**Run 1: zoomed window**

Region (54, 54) to (94, 94) um. Cells in gray, sequential cells in the stronger gray; small squares are vias.
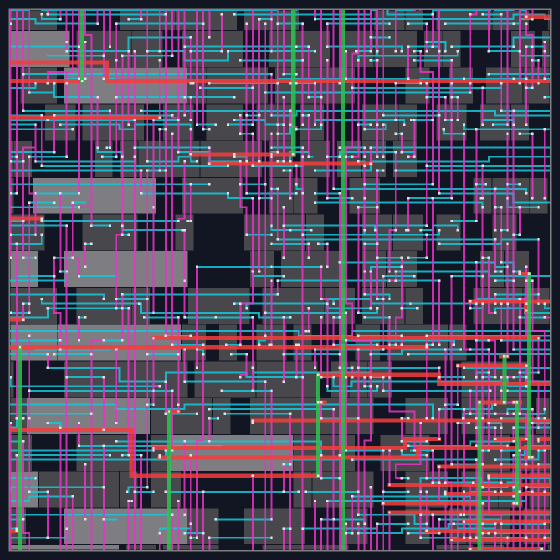
**Run 1: routed metal, one color a layer**

Drawn at 2 px/um. Two of the layers only.
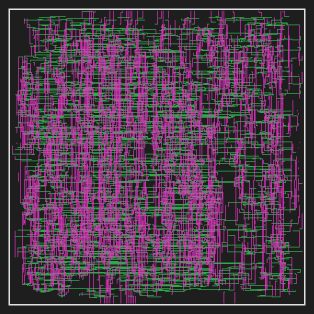
**Run 1: met2 routing**

Drawn at 2 px/um.
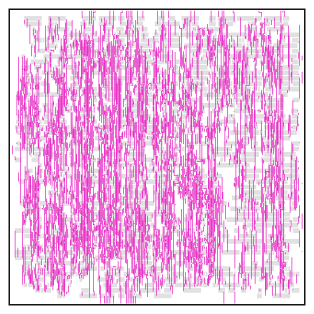
File: config.mk
export PLATFORM = sky130hd
export DESIGN_NAME = calc_exec_ctrl
export DESIGN_NICKNAME = d
export VERILOG_FILES = /design/src/rtl/calc_pkg.sv /design/src/rtl/calc_exec_ctrl_bin2bcd_seq.sv /design/src/rtl/calc_exec_ctrl.sv
export SDC_FILE = /design/constraint.sdc
export NUM_CORES = 1
export LEC_CHECK = 0
export CAP_MARGIN = 0
export CORE_MARGIN = 2
export CORE_UTILIZATION = 59
export CTS_BUF_LIST = sky130_fd_sc_hd__clkbuf_16
export DETAILED_ROUTE_END_ITERATION = 8
export PLACE_DENSITY = 0.77
export SLEW_MARGIN = 20
export SYNTH_ARGS = -nofsm -noshare
export SYNTH_HDL_FRONTEND = slang
export SYNTH_SLANG_ARGS = --single-unit
File: constraint.sdc
create_clock -name IN_clk -period 9.9 [get_ports IN_clk]
set_input_delay 1.485 -clock IN_clk [delete_from_list [all_inputs] [get_ports IN_clk]]
set_output_delay 1.485 -clock IN_clk [all_outputs]
set_load 0.01 [all_outputs]
File: src/rtl/calc_pkg.sv
// Shared constants for the keypad calculator: opcodes, execution states, default widths.
package calc_pkg;

  localparam int WIDTH_DEF  = 16;
  localparam int DIGITS_DEF = 5;

  // Keypad opcode values; the key-entry FSM decodes the same constants.
  localparam logic [3:0] OP_ADD = 4'hA;
  localparam logic [3:0] OP_SUB = 4'hB;
  localparam logic [3:0] OP_MUL = 4'hC;
  localparam logic [3:0] OP_DIV = 4'hD;
  localparam logic [3:0] OP_MOD = 4'hE;
  localparam logic [3:0] KEY_EQ = 4'hF;

  // Execution sequencer states.
  typedef logic [1:0] exec_state_t;
  localparam exec_state_t ST_IDLE = 2'd0;
  localparam exec_state_t ST_EXEC = 2'd1;
  localparam exec_state_t ST_CONV = 2'd2;
  localparam exec_state_t ST_DONE = 2'd3;

endpackage

File: src/rtl/calc_exec_ctrl_bin2bcd_seq.sv
// Sequential binary-to-BCD converter (double-dabble), one bit per clock.
// The first shift happens on the start edge, so OUT_done pulses WIDTH-1 edges later
// with OUT_bcd already holding the final digits.
module bin2bcd_seq
  import calc_pkg::*;
#(
  parameter int WIDTH  = WIDTH_DEF,
  parameter int DIGITS = DIGITS_DEF
) (
  input  logic                  IN_clk,
  input  logic                  IN_reset,
  input  logic                  IN_start,
  input  logic [WIDTH-1:0]      IN_bin,
  output logic                  OUT_busy,
  output logic                  OUT_done,
  output logic [4*DIGITS-1:0]   OUT_bcd
);

  localparam int CW = $clog2(WIDTH + 1);
  localparam int SW = 4 * DIGITS + WIDTH;

  logic [4*DIGITS-1:0] bcd_q, bcd_d;
  logic [WIDTH-1:0]    bin_q, bin_d;
  logic [CW-1:0]       cnt_q, cnt_d;
  logic                busy_q, busy_d;
  logic                done_q, done_d;

  // One double-dabble step: add 3 to every digit >= 5, then shift left by one bit.
  function automatic logic [SW-1:0] dabble_step(input logic [4*DIGITS-1:0] bcd,
                                                input logic [WIDTH-1:0] bin);
    logic [4*DIGITS-1:0] adj;
    logic [3:0]          dig;
    adj = '0;
    for (int i = 0; i < DIGITS; i++) begin
      dig = bcd[4*i +: 4];
      adj[4*i +: 4] = (dig >= 4'd5) ? dig + 4'd3 : dig;
    end
    return {adj, bin} << 1;
  endfunction

  // Load on start, otherwise keep shifting until the last bit has gone through.
  always_comb begin
    bcd_d  = bcd_q;
    bin_d  = bin_q;
    cnt_d  = cnt_q;
    busy_d = busy_q;
    done_d = 1'b0;
    if (IN_start) begin
      {bcd_d, bin_d} = dabble_step('0, IN_bin);
      cnt_d          = CW'(WIDTH - 1);
      busy_d         = 1'b1;
    end else if (busy_q) begin
      {bcd_d, bin_d} = dabble_step(bcd_q, bin_q);
      cnt_d          = cnt_q - CW'(1);
      if (cnt_q == CW'(1)) begin
        busy_d = 1'b0;
        done_d = 1'b1;
      end
    end
  end

  // State registers with asynchronous active-low reset.
  always_ff @(posedge IN_clk or negedge IN_reset) begin
    if (!IN_reset) begin
      bcd_q  <= '0;
      bin_q  <= '0;
      cnt_q  <= '0;
      busy_q <= 1'b0;
      done_q <= 1'b0;
    end else begin
      bcd_q  <= bcd_d;
      bin_q  <= bin_d;
      cnt_q  <= cnt_d;
      busy_q <= busy_d;
      done_q <= done_d;
    end
  end

  assign OUT_busy = busy_q;
  assign OUT_done = done_q;
  assign OUT_bcd  = bcd_q;

endmodule

File: src/rtl/calc_exec_ctrl.sv
// Calculator execution sequencer: latches operands on the rising edge of the entry-finished
// flag, runs add/sub (1 cycle) or mul/div/mod (16 iterations) on a shared accumulator pair,
// then converts the result to BCD. Results hold until the next accepted start.
module calc_exec_ctrl
  import calc_pkg::*;
#(
  parameter int WIDTH  = WIDTH_DEF,
  parameter int DIGITS = DIGITS_DEF
) (
  input  logic                IN_clk,
  input  logic                IN_reset,
  input  logic                IN_start,
  input  logic [WIDTH-1:0]    IN_src,
  input  logic [WIDTH-1:0]    IN_dst,
  input  logic [3:0]          IN_op,
  output logic                OUT_busy,
  output logic                OUT_valid,
  output logic                OUT_err,
  output logic                OUT_neg,
  output logic [WIDTH-1:0]    OUT_result,
  output logic [4*DIGITS-1:0] OUT_bcd
);

  localparam int CW = $clog2(WIDTH + 1);

  exec_state_t         state_q, state_d;
  logic                start_prev_q, start_prev_d;
  logic [WIDTH-1:0]    src_q, src_d;
  logic [WIDTH-1:0]    dst_q, dst_d;
  logic [3:0]          op_q, op_d;
  logic [WIDTH-1:0]    acc_hi_q, acc_hi_d;
  logic [WIDTH-1:0]    acc_lo_q, acc_lo_d;
  logic [CW-1:0]       iter_q, iter_d;
  logic                busy_q, busy_d;
  logic                valid_q, valid_d;
  logic                err_q, err_d;
  logic                neg_q, neg_d;
  logic [WIDTH-1:0]    result_q, result_d;
  logic [4*DIGITS-1:0] bcd_q, bcd_d;

  logic                start_rise;
  logic                conv_start;
  logic [WIDTH-1:0]    conv_bin;
  logic                conv_busy;
  logic                conv_done;
  logic [4*DIGITS-1:0] conv_bcd;

  logic [WIDTH:0]      add_sum;
  logic                src_lt;
  logic [WIDTH-1:0]    sub_mag;
  logic [WIDTH:0]      mul_sum;
  logic [WIDTH-1:0]    mul_hi_n, mul_lo_n;
  logic [WIDTH:0]      rem_sh, rem_n;
  logic                div_ge;
  logic [WIDTH-1:0]    div_hi_n, div_lo_n;
  logic                last_iter;

  assign start_rise = IN_start & ~start_prev_q;

  // Datapath: single-cycle add/sub, one shift-add multiply step, one restoring-divide step.
  always_comb begin
    add_sum   = {1'b0, src_q} + {1'b0, dst_q};
    src_lt    = src_q < dst_q;
    sub_mag   = src_lt ? (dst_q - src_q) : (src_q - dst_q);
    // Multiply: acc_lo holds the multiplier, product bits shift in from the top.
    mul_sum   = {1'b0, acc_hi_q} + {1'b0, (acc_lo_q[0] ? src_q : '0)};
    mul_hi_n  = mul_sum[WIDTH:1];
    mul_lo_n  = {mul_sum[0], acc_lo_q[WIDTH-1:1]};
    // Divide: acc_hi is the partial remainder, acc_lo shifts dividend out and quotient in.
    rem_sh    = {acc_hi_q, acc_lo_q[WIDTH-1]};
    div_ge    = rem_sh >= {1'b0, dst_q};
    rem_n     = div_ge ? (rem_sh - {1'b0, dst_q}) : rem_sh;
    div_hi_n  = rem_n[WIDTH-1:0];
    div_lo_n  = {acc_lo_q[WIDTH-2:0], div_ge};
    last_iter = (iter_q == CW'(WIDTH - 1));
  end

  // Sequencer next-state and output-register logic.
  always_comb begin
    logic             fin_ok;
    logic             fin_err;
    logic [WIDTH-1:0] fin_val;
    logic             fin_neg;

    state_d      = state_q;
    start_prev_d = IN_start;
    src_d        = src_q;
    dst_d        = dst_q;
    op_d         = op_q;
    acc_hi_d     = acc_hi_q;
    acc_lo_d     = acc_lo_q;
    iter_d       = iter_q;
    busy_d       = busy_q;
    valid_d      = valid_q;
    err_d        = err_q;
    neg_d        = neg_q;
    result_d     = result_q;
    bcd_d        = bcd_q;
    conv_start   = 1'b0;
    conv_bin     = '0;
    fin_ok       = 1'b0;
    fin_err      = 1'b0;
    fin_val      = '0;
    fin_neg      = 1'b0;

    case (state_q)
      ST_IDLE, ST_DONE: begin
        if (start_rise) begin
          src_d    = IN_src;
          dst_d    = IN_dst;
          op_d     = IN_op;
          acc_hi_d = '0;
          acc_lo_d = (IN_op == OP_MUL) ? IN_dst : IN_src;
          iter_d   = '0;
          busy_d   = 1'b1;
          valid_d  = 1'b0;
          err_d    = 1'b0;
          neg_d    = 1'b0;
          result_d = '0;
          bcd_d    = '0;
          state_d  = ST_EXEC;
        end
      end
      ST_EXEC: begin
        case (op_q)
          OP_ADD: begin
            if (add_sum[WIDTH]) fin_err = 1'b1;
            else begin
              fin_ok  = 1'b1;
              fin_val = add_sum[WIDTH-1:0];
            end
          end
          OP_SUB: begin
            fin_ok  = 1'b1;
            fin_val = sub_mag;
            fin_neg = src_lt;
          end
          OP_MUL: begin
            acc_hi_d = mul_hi_n;
            acc_lo_d = mul_lo_n;
            iter_d   = iter_q + CW'(1);
            if (last_iter) begin
              if (mul_hi_n != '0) fin_err = 1'b1;
              else begin
                fin_ok  = 1'b1;
                fin_val = mul_lo_n;
              end
            end
          end
          OP_DIV, OP_MOD: begin
            if (iter_q == '0 && dst_q == '0) fin_err = 1'b1;
            else begin
              acc_hi_d = div_hi_n;
              acc_lo_d = div_lo_n;
              iter_d   = iter_q + CW'(1);
              if (last_iter) begin
                fin_ok  = 1'b1;
                fin_val = (op_q == OP_DIV) ? div_lo_n : div_hi_n;
              end
            end
          end
          default: fin_err = 1'b1;
        endcase
      end
      ST_CONV: begin
        if (conv_done && !conv_busy) begin
          bcd_d   = conv_bcd;
          busy_d  = 1'b0;
          valid_d = 1'b1;
          state_d = ST_DONE;
        end
      end
      default: state_d = ST_IDLE;
    endcase

    // Errors skip conversion and report a zeroed result immediately.
    if (fin_err) begin
      err_d    = 1'b1;
      result_d = '0;
      neg_d    = 1'b0;
      bcd_d    = '0;
      busy_d   = 1'b0;
      valid_d  = 1'b1;
      state_d  = ST_DONE;
    end else if (fin_ok) begin
      result_d   = fin_val;
      neg_d      = fin_neg;
      conv_start = 1'b1;
      conv_bin   = fin_val;
      state_d    = ST_CONV;
    end
  end

  // State registers with asynchronous active-low reset; reset aborts any operation.
  always_ff @(posedge IN_clk or negedge IN_reset) begin
    if (!IN_reset) begin
      state_q      <= ST_IDLE;
      start_prev_q <= 1'b0;
      src_q        <= '0;
      dst_q        <= '0;
      op_q         <= '0;
      acc_hi_q     <= '0;
      acc_lo_q     <= '0;
      iter_q       <= '0;
      busy_q       <= 1'b0;
      valid_q      <= 1'b0;
      err_q        <= 1'b0;
      neg_q        <= 1'b0;
      result_q     <= '0;
      bcd_q        <= '0;
    end else begin
      state_q      <= state_d;
      start_prev_q <= start_prev_d;
      src_q        <= src_d;
      dst_q        <= dst_d;
      op_q         <= op_d;
      acc_hi_q     <= acc_hi_d;
      acc_lo_q     <= acc_lo_d;
      iter_q       <= iter_d;
      busy_q       <= busy_d;
      valid_q      <= valid_d;
      err_q        <= err_d;
      neg_q        <= neg_d;
      result_q     <= result_d;
      bcd_q        <= bcd_d;
    end
  end

  bin2bcd_seq #(
    .WIDTH  (WIDTH),
    .DIGITS (DIGITS)
  ) u_bin2bcd (
    .IN_clk   (IN_clk),
    .IN_reset (IN_reset),
    .IN_start (conv_start),
    .IN_bin   (conv_bin),
    .OUT_busy (conv_busy),
    .OUT_done (conv_done),
    .OUT_bcd  (conv_bcd)
  );

  assign OUT_busy   = busy_q;
  assign OUT_valid  = valid_q;
  assign OUT_err    = err_q;
  assign OUT_neg    = neg_q;
  assign OUT_result = result_q;
  assign OUT_bcd    = bcd_q;

endmodule

==> CHANGELOG.md, run 1 <==
## Implementation

- Hold Startpoint: OUT_err
- Total power: 4950 uW
- Io pins: 79
- DP Worst Slack: 4.59 ns
- WP data required: 10.23 ns
- Synth Seq Share: 32.8%
- Unique cell types: a little under 90
- Synth cell count leaders: dfrtp_1 (158), a21oi_1 (121), nand2_1 (113), o21ai_0 (99), ha_1 (97)
- Hold Crit Depth: 2
- Area leader share: 32.8%
- Largest net degree at the start of global routing: about 96
- Comb. pwr: about 3100 uW
- Initial antenna violation count: 1
- Sw frac: 51.5%
- Mapped Cells: between 1000 and 1500
- CP startpoint: acc_lo_q[0]
- P_int: 2400 uW
- FP Rows: 52
- Leading area contributor after synthesis: dfrtp_1
- Endpoint, Worst Hold: OUT_err
- DRT Pass-1 Iters: 8
- CP Class: register to register
- End point of the critical path: u_bin2bcd.bin_q[4]
- NetSw: about 2500 uW
- TNS Setup: 0 ns
- Worst path depth: 14
- Vias in the first global route: ~11000
- Commonest Layout Cell: dfrtp_1
- Core Area: 20200 um2
- Post-CTS Setup Bufs: 0
- Clock sinks: between 150 and 200
- Most used routing layer in global routing: met2
- Leading power group: combinational cells
- Biggest area cells: dfrtp_1 (33%), ha_1 (10%), a21oi_1 (5.0%)
- Finished Layout Cells: 1677
- Ys async rst share: 100%
- Clk pwr: 695 uW
- Reg2Reg Depth: 14
- Grt met1 use: 45.4%
- Core Density at Floorplan: between 50 and 60%
- Slew HR: a little over a quarter
- Met3 wire length: 2620 um
- Worst Path Max Fanout: 54
- Fmax: 179 MHz
- Mapped Area: ~12000 um2
- CTS hold repair buffers: 0
- Slew Limit Fails: 0
- Sequential power share: a little under a quarter
- Max incr delay on CP: approximately 0.92 ns
- Post-route cell area: 13600 um2
- Worst path slowest cell: o41a_2
- Cell repeated most along the worst path: o21ai_0
- DRT met1 WL: 15400 um
- Max cap viols: 0
- Top Layer Used: met4
- Fraction of layout cells with a size suffix above 1: 7.60%
- Final #Nets: 1535
- Final Core Density: 67.4%
- Hold Vio Cnt, Final: 0
- Clock latency on the worst-skew pair: 0.44 ns
- Drt first-iter violations: between 1000 and 1500
- Clk pwr share: between 10% and 20%
- CP cell instances: and2_1, ha_1, inv_1, fa_1, nor2b_1, o31ai_4, a211oi_1, o21ai_0, a2111oi_4, nand4_1, nor3_4, o41a_2, o21ai_0, o21ai_0
- Mapped Nets: 1498
- Maximum vdd ir drop: 0.214 mV
- Synthesis-to-layout area growth: 12.7%
- Post-route ant nets: 0
- Grt met2 use: 55.4%
- Met2 routed WL: 17000 um
- Ys flop type: dfrtp_1
- Placer Congestion: 1.02
- Slew of the pin with the lowest slew margin: 1.09 ns
- RSZ-0062 raised after global routing: no
- YS warnings: 0
- Setup slack after layout: 4.30 ns
- Dpl cell area: 13000 um2
- Family with the most delay on the worst path: AND-OR/OR-AND gates
- Most frequent cells in the layout: dfrtp_1 (158), a21oi_1 (120), nand2_1 (113)
- PortBufs: 78
- Status: complete, no violations
Notes on 'zoomed window' above:
Key: metal 3 = red; metal 4 = green; metal 1 = cyan; metal 2 = magenta
Most frequent: ha_1 (19), inv_1 (15), a21oi_1 (12). Netlist names of flops here include dst_q (5). 128 logic cells have their middle in the window. Sequential cells in the window: 7.

Notes on 'routed metal, one color a layer' above:
Key: metal 2 = magenta [wire length 17000 um]; metal 1 = green [wire length 15400 um]
total global routing track utilization: 34.4%
routed length per instance: 21.9 um
DR vias: 11024
aggregate routed wire length: 36700 um

Notes on 'met2 routing' above:
The longest straight run is 60.5 um. The layer holds 46% of the routed length. The wires run mostly vertical. The layer carries 17000 um of wire. 1301 nets have wire on it.

## run 1: layout make-up
| class | count | area [um2] | area share [%] |
|---|---|---|---|
| Multi-Input combinational cell | 1039 | 7470 | 55.0 |
| Timing Repair Buffer | 90 | 872 | 6.41 |
| Tap cell | 270 | 338 | 2.48 |
| Sequential cell | 158 | 3950 | 29.1 |
| Inverter | 88 | 330 | 2.43 |
| Clock buffer | 17 | 425 | 3.13 |
| Clock inverter | 15 | 203 | 1.49 |
## run 1: cell families (layout without fill, tap and decap cells)
kind of cell,after synthesis,in the layout,synth area share (%)
adders and majority gates,103,103,11.0
muxes,94,94,8.21
xor gates and xnor gates,37,37,2.69
AOI/OAI and AO/OA,460,460,25.9
DFF,158,158,32.8
buffers and inverters,160,210,5.41
and+or+nand+nor,345,345,14.1
**Run 1: placed standard cells**

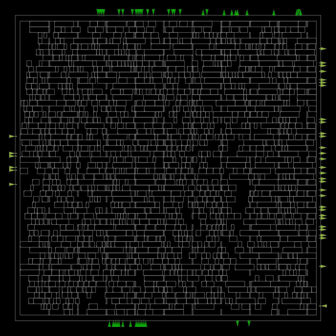

==> run 2, diff against run 1 <==
--- a/config.mk
+++ b/config.mk
@@ -7,10 +7,10 @@
 export LEC_CHECK = 0
 export CAP_MARGIN = 0
 export CORE_MARGIN = 2
-export CORE_UTILIZATION = 59
+export CORE_UTILIZATION = 55
 export CTS_BUF_LIST = sky130_fd_sc_hd__clkbuf_16
 export DETAILED_ROUTE_END_ITERATION = 8
-export PLACE_DENSITY = 0.77
+export PLACE_DENSITY = 0.75
 export SLEW_MARGIN = 20
 export SYNTH_ARGS = -nofsm -noshare
 export SYNTH_HDL_FRONTEND = slang
==> constraint.sdc (replaced) <==
create_clock -name IN_clk -period 5.07 [get_ports IN_clk]
set_input_delay 0.7605 -clock IN_clk [delete_from_list [all_inputs] [get_ports IN_clk]]
set_output_delay 0.7605 -clock IN_clk [all_outputs]
set_load 0.01 [all_outputs]
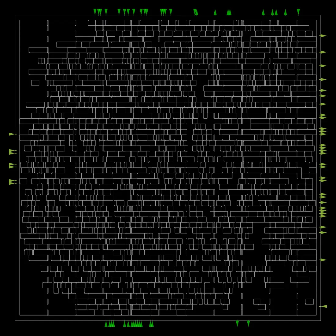
**Above:** run 2 (placed standard cells).
Core Area: 21700 um2
sequential share of cell area: 28.9%
flop count: 158
Filler cells: 1860

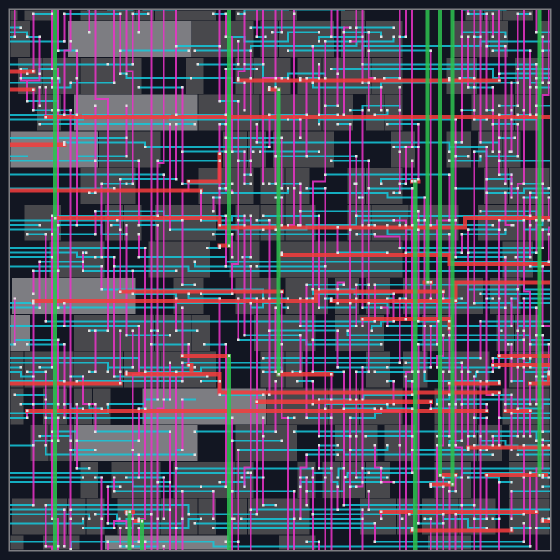
**Above:** run 2 (zoomed window).
Region (56, 56) to (96, 96) um. Cells in gray, sequential cells in the stronger gray; small squares are vias.

==> CHANGELOG.md, run 2 <==
## Implementation

- Mapped Area: 12100 um2 (unchanged)
- Max cap viols: 0 (unchanged)
- NetSw: 4990 uW (+96%)
- CP cell instances: and2_1, ha_1, inv_1, fa_1, nor2b_1, o31ai_4, a211oi_1, o21ai_0, a2111oi_4, nand4_1, o21ba_1, o21ai_4, and3_1, a22o_1
- Placer Congestion: 0.998 (-2.6%)
- Mapped Nets: 1498 (unchanged)
- Logic area: 7470 um2 (about the same)
- Hold Vio Cnt, Final: 0 (unchanged)
- Top Layer Used: met4
- Post-route ant nets: 0 (unchanged)
- Unique cell types: 89 (unchanged)
- DRT Pass-1 Iters: 5 (-3)
- Most used routing layer in global routing: met2
- YS warnings: 0 (unchanged)
- Ys flop type: dfrtp_1
- RSZ-0062 raised after global routing: no
- CP startpoint: acc_lo_q[0]
- CP Class: register to register
- Clock sinks: 158 (unchanged)
- Slew of the pin with the lowest slew margin: 1.10 ns (+0.00794 ns)
- Commonest Layout Cell: dfrtp_1
- Dpl cell area: 13100 um2 (+0.84%)
- Slew HR: 26.8% (-0.29 points)
- Finished Layout Cells: 1700 (+1.4%)
- TNS Setup: 0 ns (unchanged)
- Slew Limit Fails: 0 (unchanged)
- Aggregate routed wire length: 36600 um (-0.12%)
- Clk pwr share: 13.6% (-0.4 points)
- Status: complete, no violations
- Mapped Cells: 1357 (unchanged)
- Post-CTS Setup Bufs: 0 (unchanged)
- Reg2Reg Depth: 14 (unchanged)
- Grt met2 use: 49.9% (-5.5 points)
- Drt first-iter violations: 918 (-19%)
- Initial antenna violation count: 0 (-1)
- Simple-Gate Fraction of Synth Area: 14.1% (unchanged)
- WP data required: 5.44 ns (-4.79 ns)
- Total global routing track utilization: 31.1% (-3.3 points)
- Largest net degree at the start of global routing: 77 (-20%)
- DRT met1 WL: 15700 um (+2.0%)
- Routed length per instance: 21.6 um (-1.5%)
- Area leader share: 32.8% (unchanged)
- Post-route cell area: 13700 um2 (+0.54%)
- Worst path slowest cell: dfrtp_1
- XORs/XNORs by Area: 2.69% (unchanged)
- Ys async rst share: 100% (unchanged)
- Met3 wire length: 2590 um (-1.1%)
- Register Area: 3950 um2 (unchanged)
- DR vias: 11006 (-0.16%)
- Grt met1 use: 42.8% (-2.6 points)
- Sw frac: 51.4% (-0.086 points)
- P_int: 4720 uW (+97%)
- Worst Path Max Fanout: 20 (-63%)
- DP Worst Slack: 0.537 ns (-4.05 ns)
- FP Rows: 54 (+3.8%)
- Comb. pwr: 6200 uW (+97%)
- Setup slack after layout: 0.368 ns (-3.94 ns)
- Fmax: 213 MHz (+19%)
- Met2 routed WL: 16800 um (-1.4%)
- Leading area contributor after synthesis: dfrtp_1
- Maximum vdd ir drop: 0.278 mV (+30%)
- Synthesis-to-layout area growth: 13.3%
- Synth Seq Share: 32.8% (unchanged)
- Family with the most delay on the worst path: AND-OR/OR-AND gates
- Main logic family after synthesis: AND-OR/OR-AND gates
- Mux share: 8.21% (unchanged)
- End point of the critical path: OUT_bcd[4]
- PortBufs: 78 (unchanged)
## run 2: cell type report
class | instances | area share, %
Multi-Input combinational cell | 1039 | 54.6
Sequential cell | 158 | 28.9
Timing Repair Buffer | 103 | 7.09
Inverter | 88 | 2.42
Clock buffer | 17 | 3.11
Clock inverter | 15 | 1.26
Tap cell | 280 | 2.56
## run 2: per-stage QoR
| stage | hold slack (ns) | utilization (%) | power [uW] |
|---|---|---|---|
| finish | 0.326 | 63.0 | 9710 |
| global placement | 0.478 | 60.3 | 8120 |
| floorplan | 0.465 | - | 6470 |
| detailed placement | 0.474 | 60.3 | 8200 |
| CTS | 0.362 | 63.0 | 9550 |
| global route | 0.383 | 63.0 | 10300 |
**Run 2: routed metal, one color a layer**

Drawn at 2 px/um. Two of the layers only.
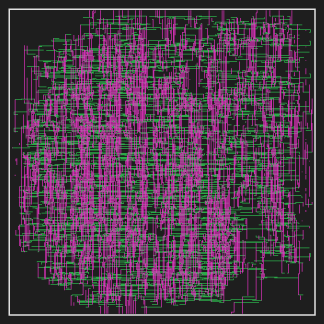

==> run 3, diff against run 2 <==
--- a/config.mk
+++ b/config.mk
@@ -5,12 +5,13 @@
 export SDC_FILE = /design/constraint.sdc
 export NUM_CORES = 1
 export LEC_CHECK = 0
-export CAP_MARGIN = 0
+export CAP_MARGIN = 20
 export CORE_MARGIN = 2
 export CORE_UTILIZATION = 55
 export CTS_BUF_LIST = sky130_fd_sc_hd__clkbuf_16
 export DETAILED_ROUTE_END_ITERATION = 8
 export PLACE_DENSITY = 0.75
+export REMOVE_ABC_BUFFERS = 1
 export SLEW_MARGIN = 20
 export SYNTH_ARGS = -nofsm -noshare
 export SYNTH_HDL_FRONTEND = slang
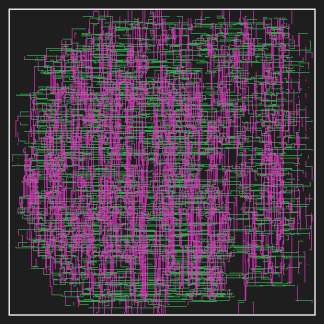
**Above:** run 3 (routed metal, one color a layer).
Drawn at 2 px/um. Two of the layers only.
Key: metal 2 = magenta [wire length 16800 um]; metal 1 = green [wire length 15900 um]

==> CHANGELOG.md, run 3 <==
## Implementation

- End point of the critical path: OUT_bcd[17]
- WP data required: 5.44 ns (about the same)
- Initial antenna violation count: 0 (unchanged)
- CP Class: register to register
- Slew Limit Fails: 0 (unchanged)
- Ys flop type: dfrtp_1
- Sw frac: 51.5% (+0.079 points)
- DRT Pass-1 Iters: 6 (+1)
- CP startpoint: acc_lo_q[0]
- Maximum vdd ir drop: 0.312 mV (+12%)
- Leading area contributor after synthesis: dfrtp_1
- Status: complete, no violations
- DRT met1 WL: 15900 um (+1.4%)
- Dpl cell area: 13100 um2 (about the same)
- Final Core Density: 63.1% (+0.098 points)
- Fmax: 215 MHz (+1.0%)
- Routed length per instance: 21.3 um (-1.0%)
- Grt met2 use: 50.8% (+0.92 points)
- Comb. pwr: 6150 uW (-0.8%)
- Post-CTS Setup Bufs: 0 (unchanged)
- Grt met1 use: 42.2% (-0.64 points)
- CP cell instances: and2_1, ha_1, inv_1, fa_1, nor2b_1, o31ai_4, a211oi_1, o21ai_0, a2111oi_4, nand4_1, o21ba_1, o21ai_4, and3_1, a22o_1
- Synth Seq Share: 32.8% (unchanged)
- Met2 routed WL: 16800 um (+0.18%)
- DP Worst Slack: 0.521 ns (-0.0160 ns)
- TNS Setup: 0 ns (unchanged)
- Ys async rst share: 100% (unchanged)
- Drt first-iter violations: 1118 (+22%)
- PortBufs: 78 (unchanged)
- Unique cell types: 89 (unchanged)
- WHS: 0.344 ns (+0.0174 ns)
- Core Area: 21700 um2 (unchanged)
- Total global routing track utilization: 31.2% (+0.13 points)
- Mapped Area: 12100 um2 (unchanged)
- Area leader share: 32.8% (unchanged)
- Top Layer Used: met4
- Max cap viols: 0 (unchanged)
- Mapped Cells: 1357 (unchanged)
- Finished Layout Cells: 1701 (+0.059%)
- Synthesis-to-layout area growth: 13.5%
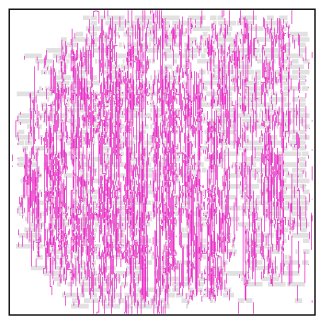
**Above:** run 3 (met2 routing).
Drawn at 2 px/um.
The longest straight run is 51.5 um. The layer holds 46% of the routed length. The layer carries 16800 um of wire. The wires run mostly vertical.

-- run 3: cells by family (layout without fill, tap and decap cells) --
kind of cell | after synthesis | in the layout | synth area share, %
AOI/OAI and AO/OA | 460 | 460 | 25.9
and+or+nand+nor | 345 | 345 | 14.1
xor gates and xnor gates | 37 | 37 | 2.69
muxes | 94 | 94 | 8.21
DFF | 158 | 158 | 32.8
buffers and inverters | 160 | 224 | 5.41
adders and majority gates | 103 | 103 | 11.0
-- run 3: cell type report --
cell class / instances / area [um2] / share of cell area (%)
Inverter: 88 / 330 / 2.41
Sequential cell: 158 / 3950 / 28.9
Timing Repair Buffer: 104 / 977 / 7.14
Multi-Input combinational cell: 1039 / 7470 / 54.5
Tap cell: 280 / 350 / 2.56
Clock inverter: 15 / 186 / 1.36
Clock buffer: 17 / 425 / 3.11
Power figures rest on the tool's default switching activity, not on a simulated workload.
